Run 1, met1 routing:
Bar = 20 µm.
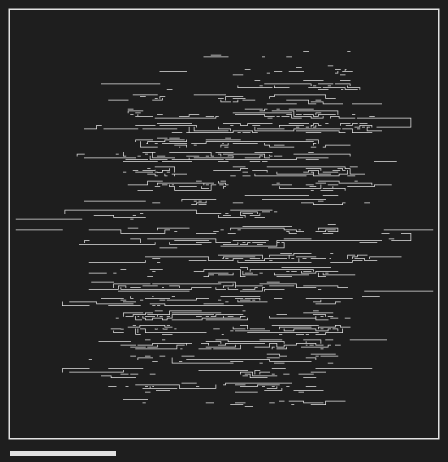
Run 1, cell area per tile:
Bar = 20 µm. The die is cut into 8 by 8 equal tiles; black is low, pale yellow is high, 0 to 100% covered.
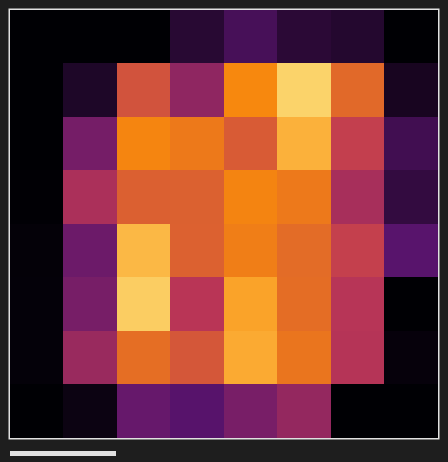
Run 1, signal wires on met2:
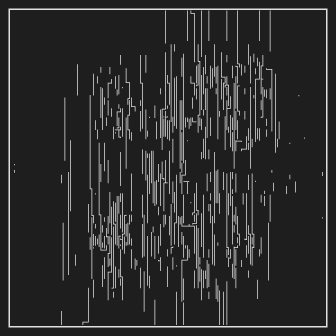
Design game_flow_ctrl_flat, sky130hd; sources not shown.
==> run notes, run 1 <==
impl run done, here's what came out: XOR-XNOR Cells, Area Fraction 1.75%, Adder Area Share 3.75%, max FFs per register 10, DR WL met2 2160 µm, vertical die size 80.8 µm, remaining antenna violation count after routing 0, placed insts ~330, H-tree levels 2, final instance area 2530 µm², main flop type dfrtp_1, ys async rst share 100%, GRT busiest layer met2, Clock Path Buffers 2, TritonRoute pass-1 iters 4, r2r setup slk 120 ps, worst skew pair latency between 200 and 300 ps, DP HPWL 3430 µm, Seq area share a little under a third, Pwr per Cell Area 948 nW/µm², CP Launch Type flip-flop, worst-path cell chain ha_1 -> and3_1 -> and4_1 -> o31a_1 -> or4_1 -> a21oi_1, post_cts resized 1, overall power 2400 µW, Post-Synth AOI/OAI Area 20.9%, sw frac 41.3%, # Cells Yosys 225, Simple-Gate Area Share 26.7%, top cell category logic gates, WS Path Type reg2reg, commonest cells in the netlist dfrtp_1, nand2_1, o21ai_0, Setup Fix Bufs, Post-CTS 0, synth unique cells approximately 50, share of cells above drive strength 1 around 16%, Top cell area share 36.2%, post-route insts no fill between 300 and 400, Worst slew margin between 50 and 60%, WP depth 6, Top non-seq family simple AND/OR/NAND/NOR gates, Synth Cell Area about 2000 µm², Synth warnings 0, Peak VDD IR about 0.00036 V, tool warnings 27, Logic pwr share 49.1%, flip-flops 32, largest net degree at the start of global routing 33, clkbuf count 6, CP max-delay cell or4_1, Area growth, synth to finish 26.4%, vias per cell between 5 and 6, IO Pins 27, Die X 80.8 µm, Syn Area/Cell 8.90 µm², M1 WL about 2200 µm, clock transition at the registers of the reported paths 70 ps, Flops after synth 32, Hold Violations, Final 0, Synth Net Count 239, RSZ-0062 raised after global routing no, Critical Path RT 2520 ps, CTS tree yes, GR Util met3 3.88%, root buffer cell clkbuf_8, crit-path max FO 15, Critical Path End Type flip-flop, Worst EP arrival 2400 ps, final worst path period need 2180 ps, highest metal used met4, Clk network pwr share 18.8%, Seq. cell area 807 µm², global-route wire length before repair 8040 µm, Antenna diodes 0, sw power 992 µW, non-clock inverter count in the final layout 9, fin crit share 94.9%, GPL Wtd Cong 0.846, Seq power 769 µW, total negative slack 0 ps, port bufs 26, grt total ovfl 0, combinational gate area 1120 µm², Inserted Clock Buffers 5, YS chip area 2000 µm², final setup margin between 100 and 150 ps, clock network area share under 10%, Worst Skew ~4.0 ps, outcome finished clean, buffer share of cell area 15.7%, nonclk buf count 44, worst slew pin tran 610 ps, combinational share of cell area approximately 44%, top cells, area dfrtp_1, o21ai_0, a21oi_1
Back to the opening pictures, 'met1 routing':
longest straight run: 24.8 µm
wire length on this layer: 2240 µm
main direction: horizontal
final WL: 4670 µm
met1 usage: 20.3%
routed vias: 1802

Back to the opening pictures, 'cell area per tile':
densest ninth of the die: center
fullest tile: 91%
emptiest ninth of the die: north-west
Initial Util: 41.9%
Placeable Area: 4790 µm²
final core occ: 52.9%

Back to the opening pictures, 'signal wires on met2':
nets with wire on the layer: 222
longest straight run: 27.9 µm
wire length on this layer: 2160 µm
share of all routed wire: 46%
met2 Use GR: 25.5%

Run 1, signal metal coverage by tile:
Bar = 20 µm. The die is cut into 16 by 16 equal tiles; black is low, pale yellow is high, scaled to the fullest tile. Values are wire area over tile area, all layers added.
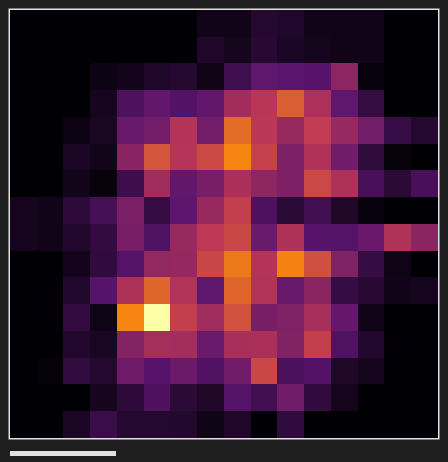

--- run 2 (diff from run 1) ---
RECOVER_POWER = 100   (was unset)
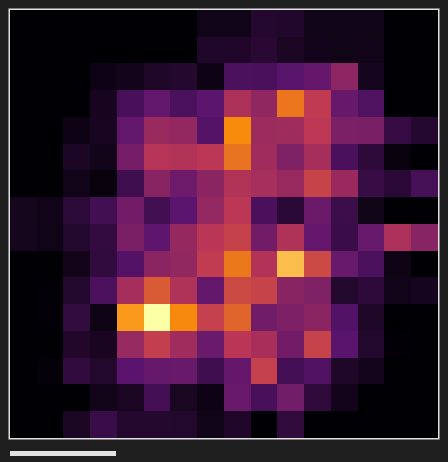
Run 2: signal metal coverage by tile
Bar = 20 µm. The die is cut into 16 by 16 equal tiles; black is low, pale yellow is high, scaled to the fullest tile. Values are wire area over tile area, all layers added.
fullest tile: 0.60
emptiest ninth of the die: north-west
mean over tiles: 0.11
nearly empty tiles: 27%
densest ninth of the die: center
tiles over half the peak: 8.6%
routed vias: 1809
Global Route Usage Sum: 15.7%
post-DR wirelength/cell: 14.0 µm
final WL: 4680 µm

==> run 2 against run 1 <==
  * Maximum frequency down 0.28%
  * Power down 2.2%
  * Wire length up 0.26%
  * Clock power about the same
  * Flip-flop count unchanged
  * Final cell count unchanged
  * Largest cell class unchanged
  * Setup slack worse by 6.1 ps
  * Critical endpoint unchanged
  * Sequential share of layout area up 0.28 points
  * Critical path type unchanged
  * Critical path depth unchanged
==> run notes, run 2 <==
impl run done, here's what came out: outcome finished clean, root buffer cell clkbuf_8, Simple-Gate Area Share a little over a quarter, commonest cells in the netlist dfrtp_1, nand2_1, o21ai_0, nonclk buf count 44, Seq area share about 32%, sw power 987 µW, grt total ovfl 0, final core occ 52.4%, Pwr per Cell Area 937 nW/µm², post-route insts no fill 335, Peak VDD IR 0.000358 V, H-tree levels 2, Setup Fix Bufs, Post-CTS 0, Final Max Slew Viols 0, number of global-route vias before repair about 1700, non-clock inverter count in the final layout 9, total negative slack 0 ps, combinational share of cell area 44.6%, share of cells above drive strength 1 14.9%, Worst EP arrival approximately 2400 ps, Synth top cell by count dfrtp_1, CP Launch Type flip-flop, remaining antenna violation count after routing 0, Met3 Wirelength 256 µm, Top non-seq family simple AND/OR/NAND/NOR gates, Nets around 280, flip-flops with a built-in enable 0, DP Area around 2400 µm², Top cell area share 36.2%, Adder Area Share 3.75%, Reg2Reg Depth 6, Worst slew margin 45.3%, worst slew pin tran 820 ps, highest metal used met4, final instance area 2510 µm², Crit path largest cell delay 520 ps, Synth Cell Area 2000 µm², final setup margin 112 ps, ys async rst share 100%, Initial Util around two fifths, Logic pwr share 48.2%, cell count after synthesis 225, # setup viols final 0, FMAX around 460 MHz, total die area about 6500 µm², most numerous logic cell after layout dfrtp_1, sw frac 42.0%, comb pwr 1130 µW, Seq pwr share roughly 33%, Inserted Clock Buffers 5, worst skew pair latency 290 ps, Antenna diodes 0, leakage around 0.0011 µW, TritonRoute pass-1 iters 4, top cell category logic gates, DR WL met2 2150 µm, FP Rows 25, Seq. cell area 806 µm², Synth Net Count 239, overall power 2350 µW, Hold Violations, Final 0, placed insts around 330, Worst Skew ~4.4 ps, combinational gate area 1120 µm², WP depth 6, YS chip area 2000 µm², Bufs and invs on worst path 0, clk sink count 32, clock transition at the registers of the reported paths 70 ps, top cells, area dfrtp_1, o21ai_0, a21oi_1, WHS Path Cells 1, crit-path max FO 15, initial antenna violation count 0, largest net degree at the start of global routing 33, Clock Path Buffers 2, vias per cell between 5 and 6, Clk network pwr share 19.2%, CTS tree yes, max FFs per register 10, XOR-XNOR Cells, Area Fraction 1.75%, RSZ-0062 raised after global routing no, global-route wire length before repair about 8000 µm, Die X ~80 µm, clkbuf count 6, main flop type dfrtp_1, M1 WL 2200 µm, flip-flops 32, met2 Use GR roughly a quarter, Critical Path End Type flip-flop, # Cells Yosys ~230, Pint around 1400 µW, fin crit share 95.1%, r2r setup slk 110 ps, n_taps about 67, clock network area share 3.69%, Flops after synth 32, Area growth, synth to finish 25.1%, DP HPWL 3430 µm, Syn Area/Cell 8.90 µm², GRT busiest layer met2, final worst path period need between 2000 and 2500 ps, delay-heaviest family, CP simple AND/OR/NAND/NOR gates, GR Util met3 3.88%, vertical die size just over 80 µm, post_cts resized 1, buffer share of cell area between 10% and 20%, Placeable Area 4790 µm², Synth warnings 0, port bufs 26, Seq power 765 µW, CP max-delay cell or4_1, met1 usage 20.3%, GPL Wtd Cong 0.846, Post-Synth AOI/OAI Area 20.9%, IO Pins 27, MUX share of area around 2.5%, synth unique cells slightly above 50, drt drc 0, WS Path Type reg2reg, worst-path cell chain ha_1 -> and3_1 -> and4_1 -> o31a_1 -> or4_1 -> a21oi_1, Critical Path RT 2520 ps, tool warnings 27
Power and IR drop assume default switching activity.
